$ cat config.mk
export PLATFORM = sky130hd
export DESIGN_NAME = nibble_serial_adder
export DESIGN_NICKNAME = d
export VERILOG_FILES = /design/src/rtl/nibble_serial_adder.sv
export SDC_FILE = /design/constraint.sdc
export NUM_CORES = 1
export LEC_CHECK = 0
export ABC_CLOCK_PERIOD_IN_PS = 3700
export CAP_MARGIN = 25
export CELL_PAD_IN_SITES_DETAIL_PLACEMENT = 2
export CELL_PAD_IN_SITES_GLOBAL_PLACEMENT = 2
export CORE_MARGIN = 2
export CORE_UTILIZATION = 30
export DETAILED_ROUTE_END_ITERATION = 10
export GPL_ROUTABILITY_DRIVEN = 0
export PLACE_DENSITY_LB_ADDON = 0.1
export RECOVER_POWER = 100
export SLEW_MARGIN = 30
export SYNTH_ARGS = -nofsm -noshare
export SYNTH_HDL_FRONTEND = slang
export SYNTH_SLANG_ARGS = --single-unit
$ cat constraint.sdc
create_clock -name clk -period 3.7 [get_ports clk]
set_input_delay 0.74 -clock clk [delete_from_list [all_inputs] [get_ports clk]]
set_output_delay 0.74 -clock clk [all_outputs]
set_load 0.005 [all_outputs]
$ cat src/rtl/nibble_serial_adder.sv
// Wide-word add/subtract built on a 4-bit nibble datapath, one nibble per clock,
// LSB nibble first, with valid/ready handshakes on operands and result.
module nibble_serial_adder #(
    parameter int NIBBLES = 4
) (
    input  logic                   clk,
    input  logic                   reset,
    input  logic                   in_valid,
    output logic                   in_ready,
    input  logic [4*NIBBLES-1:0]   a,
    input  logic [4*NIBBLES-1:0]   b,
    input  logic                   sub,
    output logic                   out_valid,
    input  logic                   out_ready,
    output logic [4*NIBBLES-1:0]   result,
    output logic                   carryout,
    output logic                   overflow
);

    localparam int W  = 4 * NIBBLES;
    localparam int IW = $clog2(NIBBLES) + 1;

    typedef enum logic [1:0] {
        IDLE,
        RUN,
        DONE
    } state_t;

    state_t          state_q;
    logic [W-1:0]    a_q;
    logic [W-1:0]    b_q;
    logic [W-1:0]    result_q;
    logic            carry_q;
    logic            carryout_q;
    logic            overflow_q;
    logic [IW-1:0]   idx_q;

    logic [IW+1:0]   bit_off;
    logic [W-1:0]    a_sh;
    logic [W-1:0]    b_sh;
    logic [4:0]      nib_sum;
    logic            last;
    logic [W-1:0]    result_d;

    always_comb begin
        bit_off  = {idx_q, 2'b00};
        a_sh     = a_q >> bit_off;
        b_sh     = b_q >> bit_off;
        nib_sum  = {1'b0, a_sh[3:0]} + {1'b0, b_sh[3:0]} + {4'b0000, carry_q};
        last     = (idx_q == IW'(NIBBLES - 1));
        // Merge the fresh nibble into its slot; other nibbles keep their value.
        result_d = (result_q & ~(W'(4'hF) << bit_off))
                 | (W'(nib_sum[3:0]) << bit_off);
    end

    always_ff @(posedge clk) begin
        if (reset) begin
            state_q    <= IDLE;
            a_q        <= '0;
            b_q        <= '0;
            result_q   <= '0;
            carry_q    <= 1'b0;
            carryout_q <= 1'b0;
            overflow_q <= 1'b0;
            idx_q      <= '0;
        end else begin
            unique case (state_q)
                IDLE: begin
                    if (in_valid) begin
                        a_q     <= a;
                        b_q     <= sub ? ~b : b;
                        carry_q <= sub;
                        idx_q   <= '0;
                        state_q <= RUN;
                    end
                end
                RUN: begin
                    result_q <= result_d;
                    carry_q  <= nib_sum[4];
                    idx_q    <= idx_q + 1'b1;
                    if (last) begin
                        carryout_q <= nib_sum[4];
                        overflow_q <= (a_q[W-1] == b_q[W-1])
                                   && (nib_sum[3] != a_q[W-1]);
                        state_q    <= DONE;
                    end
                end
                DONE: begin
                    if (out_ready) begin
                        state_q <= IDLE;
                    end
                end
                default: state_q <= IDLE;
            endcase
        end
    end

    assign in_ready  = (state_q == IDLE);
    assign out_valid = (state_q == DONE);
    assign result    = result_q;
    assign carryout  = carryout_q;
    assign overflow  = overflow_q;

endmodule

### Placement view, run 1

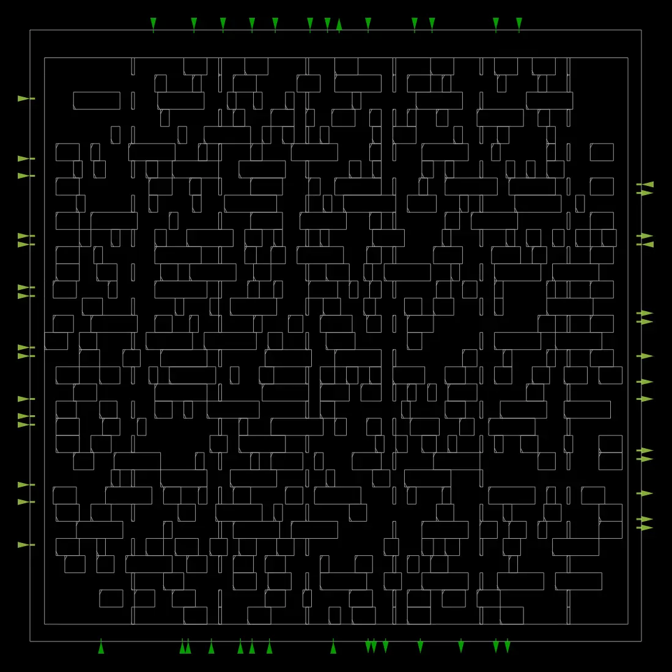
non-filler cells in the finished layout: 438
CORE AREA: 8300 sq um

### Sizing map, run 1

Drawn at 4 px/micron.
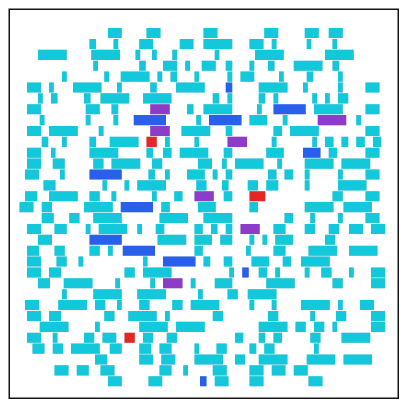
size	colour	cells	share
_6 and larger	purple	7	2.1%
_0 and _1 cells	cyan	311	93%
_3 and _4 cells	red	3	0.90%
_2 cells	blue	12	3.6%
Signal buffers: 60
worst setup margin: 0.601 ns
layout overhead on the synthesized area: 28.4%
design area: 3320 sq um

==> results_dict.tcl, run 1 <==
# collected from the flow reports
set metrics [dict create \
    switching_share 0.281 \
    cpPeakStageDelay_ns 1.40 \
    place_inst 430 \
    dp_slack_ns 0.758 \
    routed.top_layer "met4" \
    tap_cells 105 \
    grt_pass1_wl_microns 11700 \
    ys.flop_type "dfxtp_1" \
    yosysSeqAreaShare 0.433 \
    dpl_cell_area_sq_um 3250 \
    top_cells_by_count "56 x dfxtp_1, 40 x nand2_1, 39 x nor2_1" \
    whs_endpoint "a_q[1]$_SDFFE_PP0P_" \
    ys_types 31 \
    cap_violations 1 \
    grt.met1_usage 0.191 \
    wl_microns 6910 \
    wl_per_cell_microns 15.8 \
    nClkBuffers 6 \
    viasPerCell 5.01 \
    p_seq_mw 0.662 \
    cts_buffer_depth 2 \
    edf_count 0 \
    fmax_mhz 323 \
    grt_max_degree 40 \
    seq-cell-share 0.337 \
    run_status "finished, violations left" \
    drtPass1Iterations 4 \
    grt_use_met3 0.0253 \
    ff2ff_path_depth 8 \
    yosys.area_share.aoi 0.153 \
    drive_above_1_share 0.0661 \
    synthTopLogicFamily "simple AND/OR/NAND/NOR gates" \
    violations "capacitance limit, slew limit" \
    report.final.slew_viol_count 14 \
    worstReg2RegEnd "result[10]$_SDFFE_PP0P_" \
    p_per_area_nw_per_um2 381 \
    syn_inst 283 \
    skew_ns 0.00468 \
    comb_cells 205 \
    antenna_found_initial 0 \
    synth_nets 330 \
    chipArea_sq_um 9390 \
    cts_buffers 5 \
    drc_errors 0 \
]
### Port wiring, run 1

Drawn at 4 px/micron.
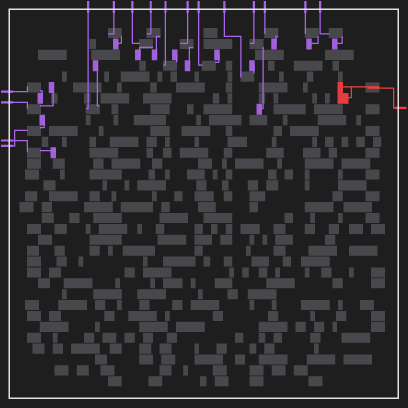
port	colour	direction	edge	end cells	wire
a	purple	input	12 top, 4 left	16	239 microns
in_valid	red	input	right	2	24.9 microns
I/O pin cnt: 57
IO Port Bufs: 56

--- run 2 (diff from run 1) ---
--- a/config.mk
+++ b/config.mk
@@ -5,12 +5,12 @@
 export SDC_FILE = /design/constraint.sdc
 export NUM_CORES = 1
 export LEC_CHECK = 0
-export ABC_CLOCK_PERIOD_IN_PS = 3700
+export ABC_CLOCK_PERIOD_IN_PS = 2700
 export CAP_MARGIN = 25
 export CELL_PAD_IN_SITES_DETAIL_PLACEMENT = 2
 export CELL_PAD_IN_SITES_GLOBAL_PLACEMENT = 2
 export CORE_MARGIN = 2
-export CORE_UTILIZATION = 30
+export CORE_UTILIZATION = 27
 export DETAILED_ROUTE_END_ITERATION = 10
 export GPL_ROUTABILITY_DRIVEN = 0
 export PLACE_DENSITY_LB_ADDON = 0.1
==> constraint.sdc (replaced) <==
create_clock -name clk -period 2.7 [get_ports clk]
set_input_delay 0.54 -clock clk [delete_from_list [all_inputs] [get_ports clk]]
set_output_delay 0.54 -clock clk [all_outputs]
set_load 0.005 [all_outputs]
==> results_dict.tcl, run 2 <==
# collected from the flow reports
set metrics [dict create \
    finalClockPeriodUsage 0.953 \
    ys_cells 283 \
    row_count 35 \
    yosysSeqAreaShare 0.433 \
    slowest_stage "mux4_2" \
    seq_area_sq_um 1130 \
    design_area_sq_um 3470 \
    skew_ns 0.00625 \
    relSlewSlack 0.473 \
    clock_tree.root_cell "clkbuf_8" \
    syn_inst 283 \
    ir_drop_uv 224 \
    switching_share 0.271 \
    cts_buffer_depth 2 \
    synth-async-reset-ratio 0 \
    area_growth_pct 34.0 \
    tap_cells 129 \
    min_path_cells 2 \
    worstReg2RegEnd "overflow$_SDFFE_PP0P_" \
    io_buffers 56 \
    whs_endpoint "a_q[5]$_SDFFE_PP0P_" \
    drtPass1Iterations 4 \
    run_status "finished clean" \
    wl_per_cell_microns 14.9 \
    path_cells "buf_6 -> mux4_2 -> and2_4 -> ha_1 -> nand3_2 -> and3_4 -> or4_4 -> a311oi_1" \
    buffers 65 \
    dpl_cell_area_sq_um 3330 \
    cts_buffers 5 \
    top_cells_by_count "56 x dfxtp_1, 40 x nand2_1, 39 x nor2_1" \
    comb_cell_power_mw 0.371 \
    clkPwrFrac 0.304 \
    ant_nets 0 \
    nClkBuffers 5 \
    yosys.area_share.aoi 0.153 \
    seqPwrFrac 0.494 \
    routed.top_layer "met4" \
    synthTopLogicFamily "simple AND/OR/NAND/NOR gates" \
    clk_latency_ns 0.32 \
    cpPeakStageDelay_ns 0.51 \
    ys_area_sq_um 2590 \
    finalSetupViolations 0 \
    grt_max_degree 42 \
    report.final.slew_viol_count 0 \
    setup_slack_ns 0.126 \
    drive_above_1_share 0.109 \
    clock_area_frac 0.0321 \
    edf_count 0 \
    synth_nets 330 \
    final_cells 467 \
    buffer_area_frac 0.187 \
    cap_violations 0 \
    ff2ff_path_depth 8 \
    chipArea_sq_um 10400 \
    postCtsHoldBufs 0 \
    io_pins 57 \
    diodes 0 \
    antenna_found_initial 0 \
    drc_errors 0 \
    grt_pass1_vias 2266 \
    p_per_area_nw_per_um2 529 \
    place_inst 459 \
    ys_types 31 \
    cts_tree "yes" \
    yosys.cell_count.top_type "dfxtp_1" \
    fmax_mhz 388 \
    p_seq_mw 0.907 \
    wl_met2_microns 3350 \
    grt_use_met3 0.0253 \
    grt_pass1_wl_microns 11600 \
    viasPerCell 4.72 \
    min_period_ns 2.57 \
    crit_start "idx_q[0]$_SDFFE_PP0P_" \
    power_leader "registers" \
    dp_slack_ns -0.0902 \
    comb_cells 205 \
    seq-cell-share 0.325 \
    path_depth 8 \
    ys.flop_type "dfxtp_1" \
]
### Placement view, run 2

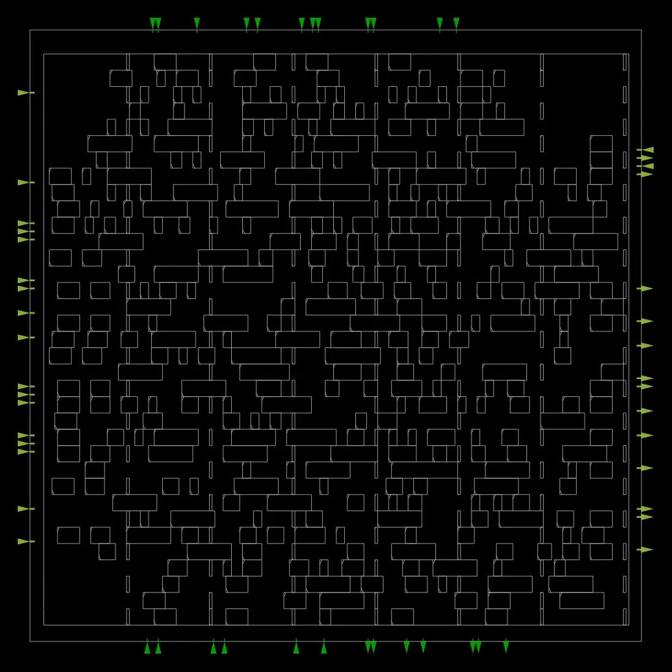
# fillers: 1044
CORE AREA: 9280 sq um
Layout Utilization: 0.374

### Port wiring, run 2

Drawn at 4 px/micron.
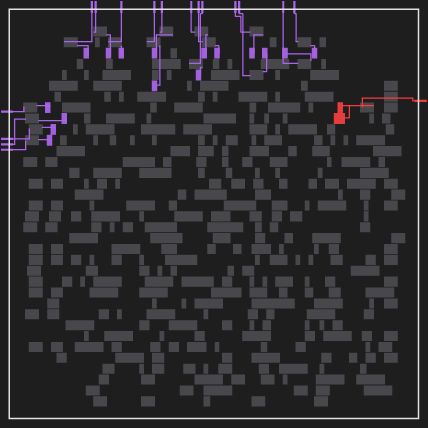
port	colour	direction	edge	end cells	wire
in_valid	red	input	right	2	29.5 microns
a	purple	input	12 top, 4 left	16	242 microns

### Metal 1, run 2

Drawn at 6 px/micron. Supply wires on this layer in grey.
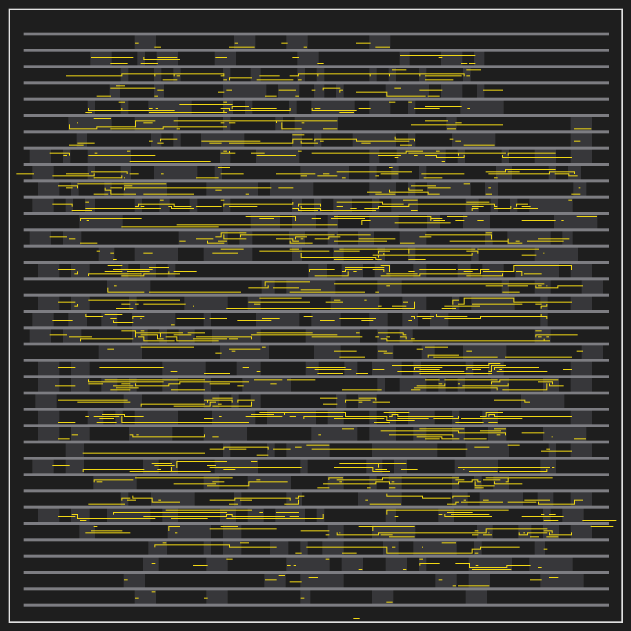
main direction	horizontal
longest straight run	35.0 microns
nets with wire on the layer	337
WL final: 6980 microns
met1 usage: 0.182
Vias: 2206

